`config.mk`:
```
export PLATFORM = sky130hd
export DESIGN_NAME = vga_pixel_serializer
export DESIGN_NICKNAME = d
export VERILOG_FILES = /design/src/rtl/vga_pkg.sv /design/src/rtl/vga_hold_reg.sv /design/src/rtl/vga_pixel_serializer.sv
export SDC_FILE = /design/constraint.sdc
export NUM_CORES = 1
export LEC_CHECK = 0
export CORE_ASPECT_RATIO = 0.75
export CORE_MARGIN = 8
export CORE_UTILIZATION = 55
export DETAILED_ROUTE_END_ITERATION = 10
export PLACE_DENSITY = 0.79
export SYNTH_ARGS = -nofsm -noshare
export SYNTH_HDL_FRONTEND = slang
export SYNTH_HIERARCHICAL = 1
export SYNTH_SLANG_ARGS = --single-unit
```
`constraint.sdc`:
```
create_clock -name clk -period 2.46 [get_ports clk]
set_input_delay 0.246 -clock clk [delete_from_list [all_inputs] [get_ports clk]]
set_output_delay 0.246 -clock clk [all_outputs]
set_load 0.02 [all_outputs]
```
`src/rtl/vga_pkg.sv`:
```
// Shared types and sizing helpers for the VGA pixel serializer.
package vga_pkg;

    typedef enum logic {
        IDLE = 1'b0,
        RUN  = 1'b1
    } shift_state_e;

    function automatic int calc_ppw(input int word_w, input int bpp);
        return word_w / bpp;
    endfunction

    // Pixel index counter width; PPW is at least 2 so this never collapses to 0.
    function automatic int calc_cnt_w(input int word_w, input int bpp);
        return $clog2(calc_ppw(word_w, bpp));
    endfunction

endpackage

```
`src/rtl/vga_hold_reg.sv`:
```
// Single-entry holding stage between VRAM fetch and the pixel shifter.
module vga_hold_reg #(
    parameter int WORD_W = 8
) (
    input  logic              clk,
    input  logic              nReset,
    input  logic [WORD_W-1:0] word_i,
    input  logic              valid_i,
    input  logic              take_i,
    output logic              ready_o,
    output logic [WORD_W-1:0] hold_o,
    output logic              full_o
);

    logic [WORD_W-1:0] hold_q, hold_d;
    logic              full_q, full_d;
    logic              accept;

    // Ready depends only on registered state, so no valid-to-ready path exists.
    assign ready_o = ~full_q & nReset;
    assign accept  = valid_i & ready_o;

    always_comb begin
        hold_d = hold_q;
        full_d = full_q;
        if (take_i) begin
            full_d = 1'b0;
        end else if (accept) begin
            hold_d = word_i;
            full_d = 1'b1;
        end
    end

    always_ff @(posedge clk) begin
        if (!nReset) begin
            hold_q <= '0;
            full_q <= 1'b0;
        end else begin
            hold_q <= hold_d;
            full_q <= full_d;
        end
    end

    assign hold_o = hold_q;
    assign full_o = full_q;

endmodule

```
`src/rtl/vga_pixel_serializer.sv`:
```
// Turns VRAM words into a BPP-wide pixel stream with horizontal repeat,
// optional inversion and a sticky starvation flag.
module vga_pixel_serializer
    import vga_pkg::*;
#(
    parameter int WORD_W = 8,
    parameter int BPP    = 1
) (
    input  logic              clk,
    input  logic              nReset,
    input  logic              vidActive,
    input  logic [1:0]        pixRep,
    input  logic              invert,
    input  logic [WORD_W-1:0] wordIn,
    input  logic              wordValid,
    output logic              wordReady,
    output logic [BPP-1:0]    pixOut,
    output logic              underrun,
    input  logic              clrUnderrun
);

    localparam int PPW   = calc_ppw(WORD_W, BPP);
    localparam int CNT_W = calc_cnt_w(WORD_W, BPP);
    localparam logic [CNT_W-1:0] LAST_IDX = CNT_W'(PPW - 1);

    shift_state_e      state_q, state_d;
    logic [WORD_W-1:0] shift_q, shift_d;
    logic [CNT_W-1:0]  pix_idx_q, pix_idx_d;
    logic [1:0]        rep_cnt_q, rep_cnt_d;
    logic [1:0]        rep_lim_q, rep_lim_d;
    logic              underrun_q, underrun_d;

    logic [WORD_W-1:0] hold_word;
    logic              hold_full;
    logic              load;
    logic              set_underrun;

    vga_hold_reg #(
        .WORD_W (WORD_W)
    ) u_hold (
        .clk     (clk),
        .nReset  (nReset),
        .word_i  (wordIn),
        .valid_i (wordValid),
        .take_i  (load),
        .ready_o (wordReady),
        .hold_o  (hold_word),
        .full_o  (hold_full)
    );

    always_comb begin
        state_d      = state_q;
        shift_d      = shift_q;
        pix_idx_d    = pix_idx_q;
        rep_cnt_d    = rep_cnt_q;
        rep_lim_d    = rep_lim_q;
        load         = 1'b0;
        set_underrun = 1'b0;

        unique case (state_q)
            IDLE: begin
                if (vidActive && hold_full) begin
                    load = 1'b1;
                end
            end
            RUN: begin
                if (!vidActive) begin
                    // Leaving the visible region drops the word in flight.
                    state_d   = IDLE;
                    shift_d   = '0;
                    pix_idx_d = '0;
                    rep_cnt_d = '0;
                end else if (rep_cnt_q == rep_lim_q) begin
                    if (pix_idx_q == LAST_IDX) begin
                        if (hold_full) begin
                            load = 1'b1;
                        end else begin
                            state_d      = IDLE;
                            shift_d      = '0;
                            pix_idx_d    = '0;
                            rep_cnt_d    = '0;
                            set_underrun = 1'b1;
                        end
                    end else begin
                        rep_cnt_d = '0;
                        pix_idx_d = pix_idx_q + CNT_W'(1);
                        shift_d   = shift_q << BPP;
                    end
                end else begin
                    rep_cnt_d = rep_cnt_q + 2'd1;
                end
            end
            default: state_d = IDLE;
        endcase

        // A load always restarts the word, whether from IDLE or back-to-back.
        if (load) begin
            state_d   = RUN;
            shift_d   = hold_word;
            pix_idx_d = '0;
            rep_cnt_d = '0;
            rep_lim_d = pixRep;
        end

        if (set_underrun) begin
            underrun_d = 1'b1;
        end else if (clrUnderrun) begin
            underrun_d = 1'b0;
        end else begin
            underrun_d = underrun_q;
        end
    end

    always_ff @(posedge clk) begin
        if (!nReset) begin
            state_q    <= IDLE;
            shift_q    <= '0;
            pix_idx_q  <= '0;
            rep_cnt_q  <= '0;
            rep_lim_q  <= '0;
            underrun_q <= 1'b0;
        end else begin
            state_q    <= state_d;
            shift_q    <= shift_d;
            pix_idx_q  <= pix_idx_d;
            rep_cnt_q  <= rep_cnt_d;
            rep_lim_q  <= rep_lim_d;
            underrun_q <= underrun_d;
        end
    end

    logic run_active;
    assign run_active = (state_q == RUN) && nReset;

    // Blanking is forced to zero and never inverted.
    for (genvar gi = 0; gi < BPP; gi++) begin : g_pix
        assign pixOut[gi] = run_active & (shift_q[WORD_W-BPP+gi] ^ invert);
    end

    assign underrun = underrun_q & nReset;

endmodule

```
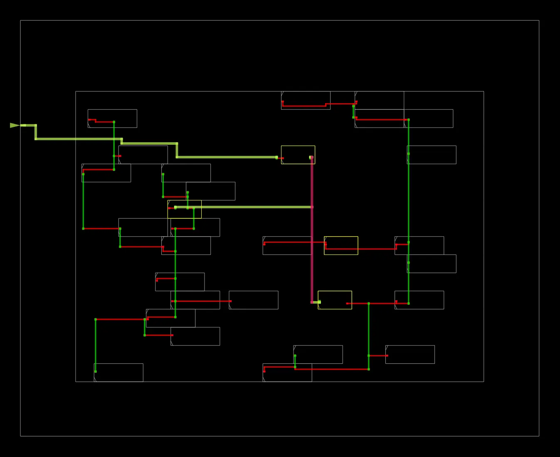
**Above:** run 1 (clock nets).
# clk buffers: 4
Worst-Skew Late Latency: 0.27 ns

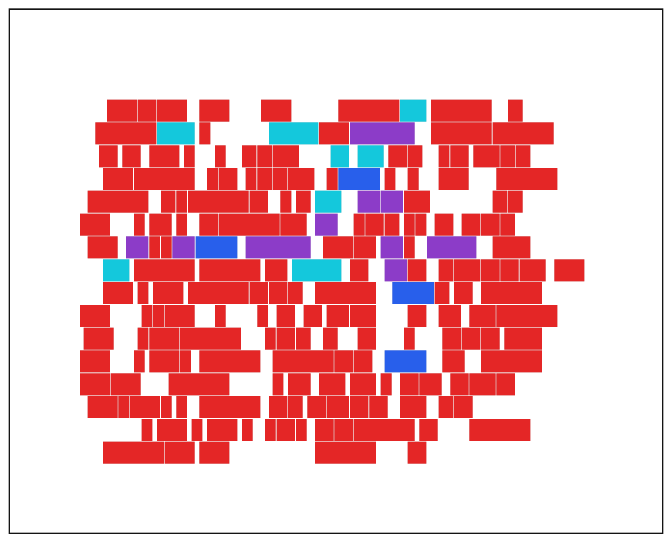
**Above:** run 1 (drive-strength map).
[x6 and larger] blue | cells: 4 | share: 2.0%
[x1 and smaller] red | cells: 180 | share: 89%
[x2] cyan | cells: 8 | share: 4.0%
[x3 and x4] purple | cells: 10 | share: 5.0%

==> deck_impl_summary.md, run 1 <==
Key Metrics from the Run

GRT
  • M3 GR Usage: 4.31%
  • Initial antenna violation count: 0
  • Met1 Track Usage GR: 20.3%
  • Overflow after GRT: 0
  • GR met2 Demand/Resource: 23.7%
  • Grt peak-use layer: met2
  • Vias in the first global route: 1,337
  • GRT Resource Usage Total: 15.2%
  • Pin count of the biggest net entering global routing: 28

STA
  • Worst slew margin: 65.1%
  • Final Hold Vio Count: 0
  • Hold slack: 0.475 ns
  • Setup-failing EPs final: 0
  • Setup ws final: 0.445 ns
  • Max Fclk: 496 MHz
  • Worst Tran Pin Value: 0.524 ns
  • Post-layout period usage: 81.9%
  • Pins Over Slew Limit: 0

Floorplan
  • Std-Cell Rows: 16
  • Chip height: 62.3 um
  • Core Area: 2660 sq um
  • Top Ports: 19
  • Chip area: 4840 sq um
  • Initial core utilization: 59.1%

Synthesis
  • Mapped Area: 1570 sq um
  • Synthesized area per cell: 8.37 sq um
  • Area leader share: 33.1%
  • Biggest area cells: dfxtp_1 33%, nand2_1 8.1%, mux2i_1 5.7%
  • Yosys Instances: 188
  • Ys async rst share: 0%
  • Synthesis Warnings: 6
  • Dominant flop cell: dfxtp_1
  • Synth top cell by count: nand2_1
  • Yosys stat chip area: 1570 sq um
  • Distinct lib cells: 41
  • Synth Seq Share: 33.1%
  • Synth top cells by count: 34 x nand2_1, 26 x dfxtp_1, 10 x o21ai_0
  • Post-synth top area cell: dfxtp_1
  • Number of enable flip-flop cells: 0
  • Ys flops: 26

Route
  • DRC Markers: 0
  • Final WL: 3560 um
  • Post-route ant nets: 0
  • DR WL/cell: 15.0 um
  • Vias: 1,376
  • Vias per cell: 5.78
  • Drt initial violations: 139

Pwr
  • P_leak: 0.696 nW
  • Pwr Total: 0.919 mW
  • Power Density: 505 nW/um^2
  • Peak VDD IR: 410 uV

Critical path
  • Required @ worst endpoint: 2.66 ns
  • Worst Setup Path Type: flip-flop to flip-flop
  • CP max-delay cell: dfxtp_1
  • Crit Path Max Fanout: 8
  • Largest stage delay, worst path: 0.34 ns
  • Crit path top cell by count: ha_1
  • Setup crit start kind: flip-flop
  • Crit-path leading delay family: adder cells
  • CP endpoint kind: flip-flop
  • Worst Path Buf+Inv: 2
  • CP arrival: 2.22 ns

Placed design
  • Placed cells: 234
  • Post-DP Area: 1760 sq um
  • Dpl ws: 0.312 ns
  • Final estimated routing congestion in global placement: 0.824
  • DP Wirelength: 2640 um
  • IO Port Bufs: 18

Worst hold path
  • Worst Hold Class: flip-flop to flip-flop

Layout
  • Net count, final: 221
  • Area growth syn-to-layout: 15.7%
  • Layout fillers: 219
  • Finished Cell Area: 1820 sq um
  • Share of cells above drive strength 1: 10.9%
  • Final Core Density: 68.3%
  • Antenna fix cells: 0

Clock tree
  • Worst-path clk slew: 0.09 ns
  • CTS tree: yes
  • Setup bufs post-CTS: 0
  • Maximum buffer depth of the clock tree: 2
  • Number of sinks on the clock net: 26
  • H-tree Lvls: 1
  • Number of gates resized after cts: 0

Job
  • MaxCap Viol Count: 0

Status
  • Status: complete, no violations
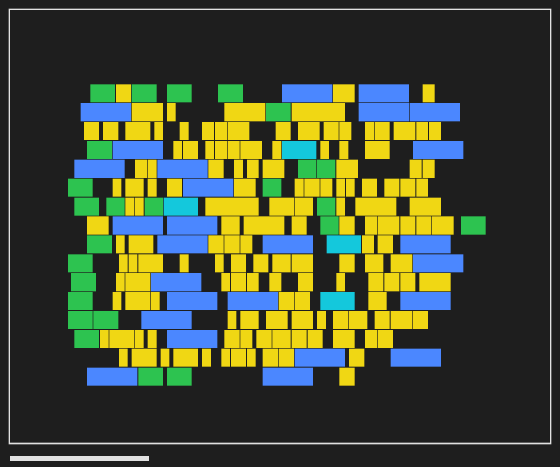
**Above:** run 1 (cell classes on the final placement).
Bar = 20 um.
[clock drivers and dummy loads] cyan | cells: 4
[remaining buffers and delay cells] green | cells: 25
[remaining logic cells] yellow | cells: 147
[registers] blue | cells: 26

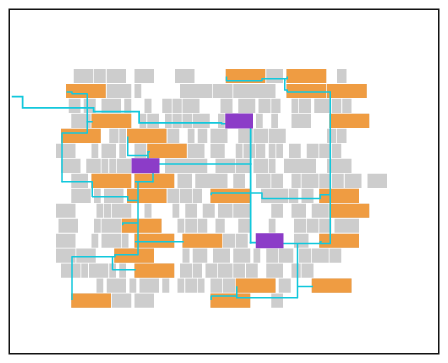
**Above:** run 1 (routed clock nets over the placement).
[clock-net drivers] purple | count: 3
[clock wires] cyan | length: 315 um
[flip-flops] orange | count: 26
routed clock nets: 4

==> run 1: path summary, 6_finish.rpt <==
check                                       end                          start  slack, ns  cells after the start
setup reg to reg  u_hold/hold_o[0]$_SDFFE_PN0P_      pix_idx_q[0]$_SDFFE_PP0P_       0.45                      8
setup / recovery  u_hold/hold_o[0]$_SDFFE_PN0P_      pix_idx_q[0]$_SDFFE_PP0P_       0.45                      8
hold reg to reg   u_hold/hold_o[4]$_SDFFE_PN0P_  u_hold/hold_o[4]$_SDFFE_PN0P_       0.48                      2
hold / removal    u_hold/hold_o[4]$_SDFFE_PN0P_  u_hold/hold_o[4]$_SDFFE_PN0P_       0.48                      2
==> run 1: where the power goes <==
part | leakage (nW) | switching [mW] | internal (mW) | total (mW)
clock network | 0.0288 | 0.134 | 0.143 | 0.278
registers | 0.212 | 0.0204 | 0.445 | 0.465
logic | 0.455 | 0.0897 | 0.0871 | 0.177
==> run 1: per-layer routing <==
layer  up-vias  routed length (um)
met3         3                 234
met4         0                  21
li1        692                   -
met1       644                1670
met5         -                   0
met2        37                1640
==> run 1: registers in the layout, indices dropped and copies added, names as in the netlist <==
name / count
rep_cnt_q: 2
u_hold/full_o: 1
pix_idx_q: 3
rep_lim_q: 2
u_hold/hold_o: 8
underrun_q: 1
state_q: 1
shift_q: 8
==> run 1: worst register-to-register path, stage by stage (launching register included) <==
cell and delay [ns]:
dfxtp_1 0.34, ha_1 0.21, ha_1 0.22, and3_1 0.22, a31oi_4 0.25, inv_1 0.10
nor3b_2 0.17, buf_4 0.22, mux2i_1 0.21
==> run 1: kinds of logic after synthesis <==
kind of cell / share of synthesized area, %
AND/OR/NAND/NOR: 31.2
AND-OR/OR-AND: 18.7
flip-flops: 33.1
buffers and inverters: 5.97
multiplexers: 5.73
XOR/XNOR: 3.74
adder cells (fa/ha/maj): 1.59
==> run 1: placed cells by master, fill, tap and decap left out, drive strengths merged, types with 3 or more instances in the layout <==
cell / netlist / routed
or3: 8 / 8
nor3b: 9 / 9
nand3: 4 / 4
xor2: 3 / 3
a31oi: 8 / 8
clkdlybuf4s50: 0 / 18
and2: 9 / 9
nor2b: 4 / 4
o22ai: 3 / 3
buf: 10 / 7
nor2: 4 / 4
nand2: 34 / 34
a21oi: 9 / 9
clkbuf: 5 / 4
mux2i: 9 / 9
dfxtp: 26 / 26
o311ai: 7 / 7
o21ai: 11 / 11
nand2b: 7 / 7
==> run 1: final cells by class <==
type	instances	area, sq um	area share, %
Clock buffer	4	55.1	3.03
Timing Repair Buffer	25	233	12.8
Tap cell	36	45.0	2.48
Multi-Input combinational cell	145	958	52.7
Inverter	2	7.51	0.413
Sequential cell	26	520	28.6
**Run 1: met1 routing**

Supply wires on this layer in gray. Cells faint in the background.
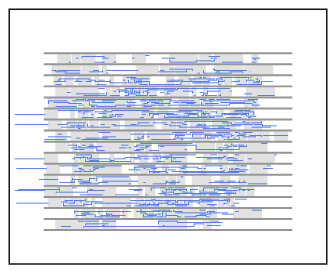

==> inputs of run 2 (changes only) <==
Settings changed: CORE_UTILIZATION 55 to 49, PLACE_DENSITY 0.79 to 0.74.
Clock period 2.46 ns to 1.6 ns, I/O delays scaled along.
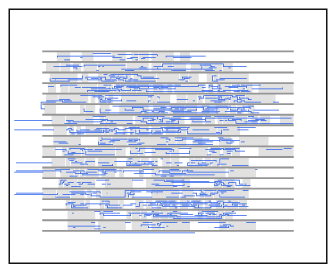
**Above:** run 2 (met1 routing).
Supply wires on this layer in gray. Cells faint in the background.
wire length on this layer: 1,910 um
main direction: horizontal

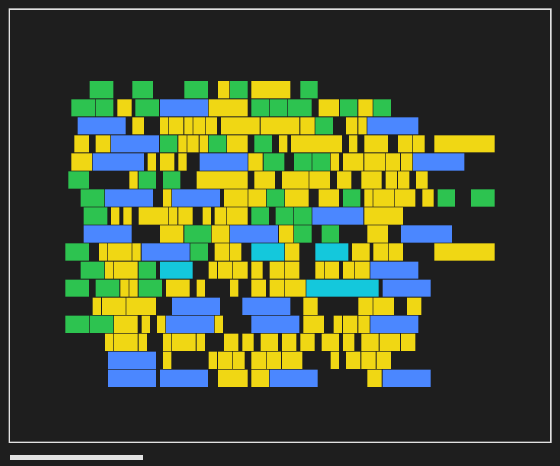
**Above:** run 2 (cell classes on the final placement).
Bar = 20 um.
[registers] blue | cells: 26
[remaining buffers and delay cells] green | cells: 44
[clock drivers and dummy loads] cyan | cells: 4
[remaining logic cells] yellow | cells: 147

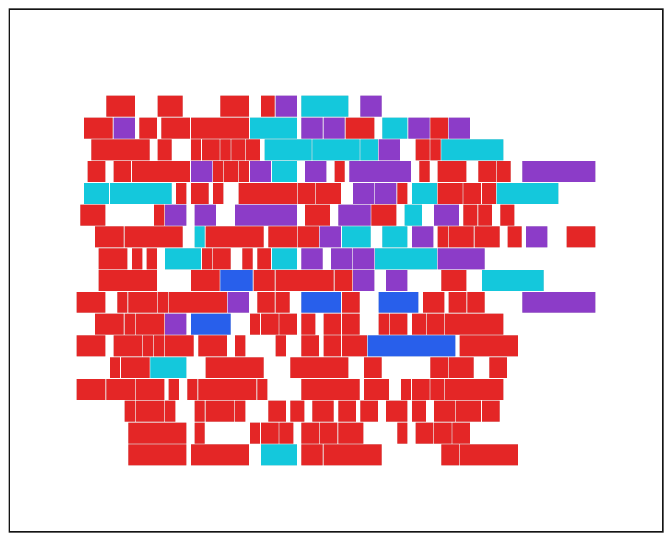
**Above:** run 2 (drive-strength map).
[x1 and smaller] red | cells: 162 | share: 73%
[x3 and x4] purple | cells: 32 | share: 14%
[x2] cyan | cells: 22 | share: 10%
[x6 and larger] blue | cells: 5 | share: 2.3%

==> deck_impl_summary.md, run 2 <==
Key Metrics from the Run

Floorplan
  • Initial core utilization: 52.4%
  • Std-Cell Rows: 17
  • Chip height: 65.1 um

Critical path
  • CP endpoint kind: flip-flop
  • Reg2Reg Depth: 8
  • CP endpoint: u_hold/hold_o[4]$_SDFFE_PN0P_
  • Worst Setup SP: pix_idx_q[1]$_SDFFE_PP0P_
  • Worst Setup Path Type: flip-flop to flip-flop
  • Setup crit start kind: flip-flop
  • CP arrival: 1.90 ns
  • FF-to-FF Start: pix_idx_q[1]$_SDFFE_PP0P_
  • Crit Path Max Fanout: 8

Route
  • Drt initial violations: 132
  • Final WL: 3960 um
  • Vias: 1,426
  • Vias per cell: 5.51
  • Post-route ant nets: 0
  • DR WL/cell: 15.3 um

Pwr
  • Power Density: 768 nW/um^2
  • Peak VDD IR: 700 uV
  • P_leak: 0.814 nW
  • Pwr Total: 1.58 mW

STA
  • Worst Tran Pin Value: 0.524 ns
  • Worst slew margin: 64.9%
  • Pins Over Slew Limit: 0
  • Setup-failing EPs final: 8
  • Final Hold Vio Count: 0
  • Post-layout period usage: 107%
  • Setup ws final: -0.106 ns
  • Max Fclk: 586 MHz

Placed design
  • Final estimated routing congestion in global placement: 0.918
  • IO Port Bufs: 18
  • Post-DP Area: 1930 sq um
  • DP Wirelength: 2810 um

Synthesis
  • Synthesis Warnings: 6
  • Ys async rst share: 0%
  • Ys flops: 26
  • Synth top cell by count: nand2_1
  • Area leader share: 33.1%
  • Yosys stat chip area: 1570 sq um
  • Dominant flop cell: dfxtp_1
  • Distinct lib cells: 41
  • Post-synth top area cell: dfxtp_1
  • Synth Seq Share: 33.1%
  • Synth top cells by count: 34 x nand2_1, 26 x dfxtp_1, 10 x o21ai_0

Layout
  • Finished Cell Area: 2060 sq um
  • Final Core Density: 68.6%
  • Share of cells above drive strength 1: 26.7%
  • Top cell excl fill/tap: nand2_1
  • Antenna fix cells: 0
  • Commonest non-fill, non-tap cells in the layout: 33 x nand2_1, 25 x buf_4, 21 x dfxtp_1
  • Layout fillers: 218
  • Area growth syn-to-layout: 30.8%

Clock tree
  • CTS tree: yes
  • Number of sinks on the clock net: 26
  • Worst-Skew Late Latency: 0.27 ns
  • Maximum buffer depth of the clock tree: 2

GRT
  • Initial antenna violation count: 0
  • GRT Resource Usage Total: 15.1%
  • Overflow after GRT: 0
  • Pin count of the biggest net entering global routing: 28

Worst hold path
  • Worst Hold Class: primary input to flip-flop

Status
  • Status: finished, violations left
  • Failing checks: negative setup slack

Job
  • MaxCap Viol Count: 0
-- run 2: layout make-up --
type	count	share of cell area, %
Clock buffer	3	2.01
Clock inverter	1	1.46
Inverter	2	0.365
Multi-Input combinational cell	145	50.0
Sequential cell	26	25.6
Tap cell	38	2.31
Timing Repair Buffer	44	18.2
-- run 2: how the worst min path moves through the flow --
stage,end,start,slack [ns]
floorplan,u_hold/hold_o[0]$_SDFFE_PN0P_,wordIn[0],0.30
global placement,u_hold/hold_o[0]$_SDFFE_PN0P_,u_hold/hold_o[0]$_SDFFE_PN0P_,0.44
detailed placement,shift_q[0]$_SDFFE_PN0P_,shift_q[0]$_SDFFE_PN0P_,0.46
CTS,u_hold/hold_o[2]$_SDFFE_PN0P_,wordIn[2],0.44
global route,u_hold/hold_o[3]$_SDFFE_PN0P_,wordIn[3],0.44
finish,u_hold/hold_o[2]$_SDFFE_PN0P_,wordIn[2],0.45
-- run 2: metrics by stage --
stage,TNS [ns],cells
4_1_cts,-0.507,258
3_3_place_gp,-2.17,253
3_5_place_dp,-3.23,253
6_report,-0.546,259
2_1_floorplan,-0.0193,188
5_1_grt,-1.16,259
-- run 2: routing by layer --
metal,part of all wire (%),routed length (um),GRT usage [%],vias up
li1,-,-,-,729
met1,48,1910,20.5,670
met2,47,1870,23.6,25
met3,4.2,165,3.72,2
met4,0.45,18,2.67,0
met5,0,0,0,-
-- run 2: critical path: stages (launching register included) --
cell,delay (ns)
dfxtp_2,0.35
ha_4,0.16
ha_4,0.16
and3_4,0.15
a31oi_4,0.17
inv_2,0.06
nor3b_2,0.18
buf_6,0.18
mux2i_1,0.22
-- run 2: cell families (layout without fill, tap and decap cells) --
| logic type | count (synthesis) | count (layout) | share of synthesized area, % |
|---|---|---|---|
| AND/OR/NAND/NOR | 88 | 88 | 31.2 |
| AND-OR/OR-AND | 41 | 41 | 18.7 |
| flip-flops | 26 | 26 | 33.1 |
| buffers and inverters | 17 | 50 | 5.97 |
| multiplexers | 9 | 9 | 5.73 |
| XOR/XNOR | 5 | 5 | 3.74 |
| adder cells (fa/ha/maj) | 2 | 2 | 1.59 |
-- run 2: report_power, final --
group / switching [mW] / internal, mW / total (mW) / leakage (nW)
Clock: 0.213 / 0.335 / 0.548 / 0.0357
Combinational: 0.153 / 0.163 / 0.316 / 0.564
Sequential: 0.0326 / 0.684 / 0.717 / 0.215
-- run 2: timing repair --
action,in CTS,in global routing
endpoints found under the hold margin,0,0
setup endpoints to repair,19,21
pin swaps,1,3
setup buffers,1,1
gates resized,7,13
==> inputs of run 3 (changes only) <==
Settings changed: TNS_END_PERCENT from default to 100.
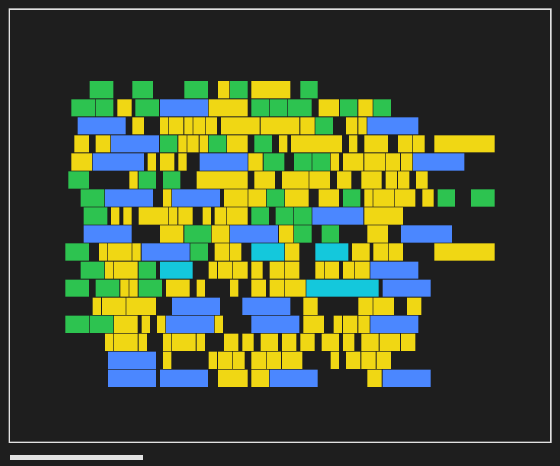
**Above:** run 3 (cell classes on the final placement).
Bar = 20 um.
[registers] blue | cells: 26
[remaining logic cells] yellow | cells: 147
[clock drivers and dummy loads] cyan | cells: 4
[remaining buffers and delay cells] green | cells: 44

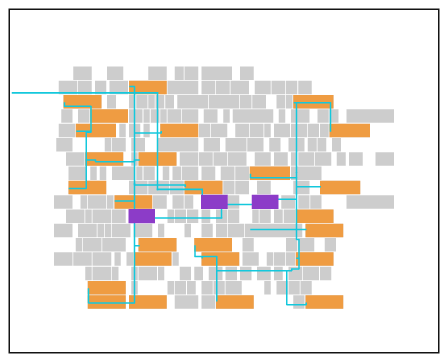
**Above:** run 3 (routed clock nets over the placement).
[flip-flops] orange | count: 26
[clock wires] cyan | length: 315 um
[clock-net drivers] purple | count: 3
routed clock nets: 4

==> deck_impl_summary.md, run 3 <==
Key Metrics from the Run

STA
  • Pins Over Slew Limit: 0
  • Setup ws final: -0.106 ns
  • Worst slew margin: 64.9%
  • Setup TNS after final layout: -0.546 ns
  • Max Fclk: 586 MHz
  • Worst Tran Pin Value: 0.524 ns
  • Final Hold Vio Count: 0
  • Setup-failing EPs final: 8

Floorplan
  • Top Ports: 19
  • Chip area: 5300 sq um
  • Core Area: 3000 sq um
  • Std-Cell Rows: 17
  • Initial core utilization: 52.4%

Synthesis
  • Synthesis Warnings: 6
  • Synthesized area per cell: 8.37 sq um
  • Area leader share: 33.1%
  • Ys flops: 26
  • Synth Seq Share: 33.1%
  • Yosys stat chip area: 1570 sq um
  • Dominant flop cell: dfxtp_1
  • Synth top cells by count: 34 x nand2_1, 26 x dfxtp_1, 10 x o21ai_0
  • Number of enable flip-flop cells: 0
  • Biggest area cells: dfxtp_1 33%, nand2_1 8.1%, mux2i_1 5.7%
  • Yosys Instances: 188
  • Ys async rst share: 0%
  • Mapped Area: 1570 sq um
  • Synth top cell by count: nand2_1

Route
  • Vias: 1,426
  • Vias per cell: 5.51
  • Final WL: 3960 um
  • DR WL/cell: 15.3 um
  • Drt initial violations: 132
  • Post-route ant nets: 0

Pwr
  • P_leak: 0.814 nW
  • Power Density: 768 nW/um^2
  • Peak VDD IR: 700 uV

GRT
  • Overflow after GRT: 0
  • Pin count of the biggest net entering global routing: 28
  • Initial antenna violation count: 0
  • Vias in the first global route: 1,387
  • GRT Resource Usage Total: 15.1%

Layout
  • Net count, final: 240
  • Area growth syn-to-layout: 30.8%
  • Top cell excl fill/tap: nand2_1
  • Final Core Density: 68.6%
  • Finished Cell Area: 2060 sq um
  • Sequential standard cell area: 527 sq um
  • Layout fillers: 218
  • Share of cells above drive strength 1: 26.7%
  • Commonest non-fill, non-tap cells in the layout: 33 x nand2_1, 25 x buf_4, 21 x dfxtp_1
  • Final Non-Filler Cells: 259
  • Gate Area: 1030 sq um

Critical path
  • Setup crit start kind: flip-flop
  • CP endpoint kind: flip-flop
  • CP arrival: 1.90 ns
  • Crit Path Max Fanout: 8
  • Worst Setup Path Type: flip-flop to flip-flop
  • Required @ worst endpoint: 1.79 ns

Clock tree
  • Number of sinks on the clock net: 26
  • Worst-path clk slew: 0.09 ns
  • Worst-Skew Late Latency: 0.27 ns
  • Maximum buffer depth of the clock tree: 2
  • H-tree Lvls: 1
  • CTS tree: yes

Placed design
  • IO Port Bufs: 18
  • Post-DP Area: 1930 sq um
  • Final estimated routing congestion in global placement: 0.918
  • Placed cells: 253
  • DP Wirelength: 2810 um

Status
  • Status: finished, violations left
  • Failing checks: negative setup slack

Job
  • MaxCap Viol Count: 0

Worst hold path
  • Worst Hold Class: primary input to flip-flop
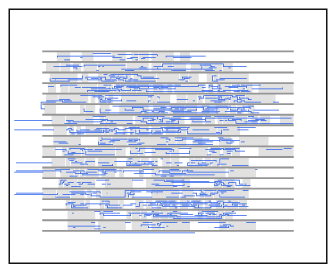
**Above:** run 3 (met1 routing).
Supply wires on this layer in gray. Cells faint in the background.
wire length on this layer: 1,910 um
nets with wire on the layer: 227
longest straight run: 30.4 um
share of all routed wire: 48%
main direction: horizontal

-- run 3: power by group --
group / internal [mW] / switching [mW]
Sequential: 0.684 / 0.0326
Combinational: 0.163 / 0.153
Clock: 0.335 / 0.213
Total: 1.18 / 0.398
-- run 3: repair_timing --
item                                    CTS  global route
endpoints found under the setup margin   19            21
cloned                                    0             0
gates resized                             7            13
pin swaps                                 1             3
buffers inserted                          1             1
-- run 3: worst paths after layout --
kind | from | endpoint | slack (ns) | depth (start not counted)
worst max-delay path | pix_idx_q[1]$_SDFFE_PP0P_ | u_hold/hold_o[4]$_SDFFE_PN0P_ | -0.11 | 8
worst min-delay path | wordIn[2] | u_hold/hold_o[2]$_SDFFE_PN0P_ | 0.45 | 3
worst max register to register | pix_idx_q[1]$_SDFFE_PP0P_ | u_hold/hold_o[4]$_SDFFE_PN0P_ | -0.11 | 8
worst min register to register | shift_q[0]$_SDFFE_PN0P_ | shift_q[0]$_SDFFE_PN0P_ | 0.47 | 2
-- run 3: cells by family (layout without fill, tap and decap cells) --
logic type | Yosys count | count (layout) | share of synthesized area, %
AND-OR/OR-AND | 41 | 41 | 18.7
XOR/XNOR | 5 | 5 | 3.74
adder cells (fa/ha/maj) | 2 | 2 | 1.59
buffers and inverters | 17 | 50 | 5.97
flip-flops | 26 | 26 | 33.1
multiplexers | 9 | 9 | 5.73
AND/OR/NAND/NOR | 88 | 88 | 31.2
-- run 3: worst max-delay path, stage by stage, from the launching register on --
cell	delay, ns
dfxtp_2	0.35
ha_4	0.16
ha_4	0.16
and3_4	0.15
a31oi_4	0.17
inv_2	0.06
nor3b_2	0.18
buf_6	0.18
mux2i_1	0.22
-- run 3: layout make-up --
cell class                 count  share of cell area, %
multi-input combinational    145                   50.0
sequential                    26                   25.6
timing repair buffer          44                   18.2
tap                           38                   2.31
clock buffer                   3                   2.01
clock inverter                 1                   1.46
inverter                       2                  0.365
-- run 3: per-stage QoR --
step	setup slack, ns	power [mW]
finish	-0.106	1.58
detailed placement	-0.231	1.03
global route	-0.177	1.64
global placement	-0.189	1.01
CTS	-0.110	1.57
floorplan	-0.00241	0.916
-- run 3: metal layers --
| metal | wire length (um) | track usage, % | vias up |
|---|---|---|---|
| met3 | 165 | 3.72 | 2 |
| met1 | 1910 | 20.5 | 670 |
| li1 | - | - | 729 |
| met4 | 18 | 2.67 | 0 |
| met2 | 1870 | 23.6 | 25 |
| met5 | 0 | 0 | - |
Power and IR drop assume default switching activity.
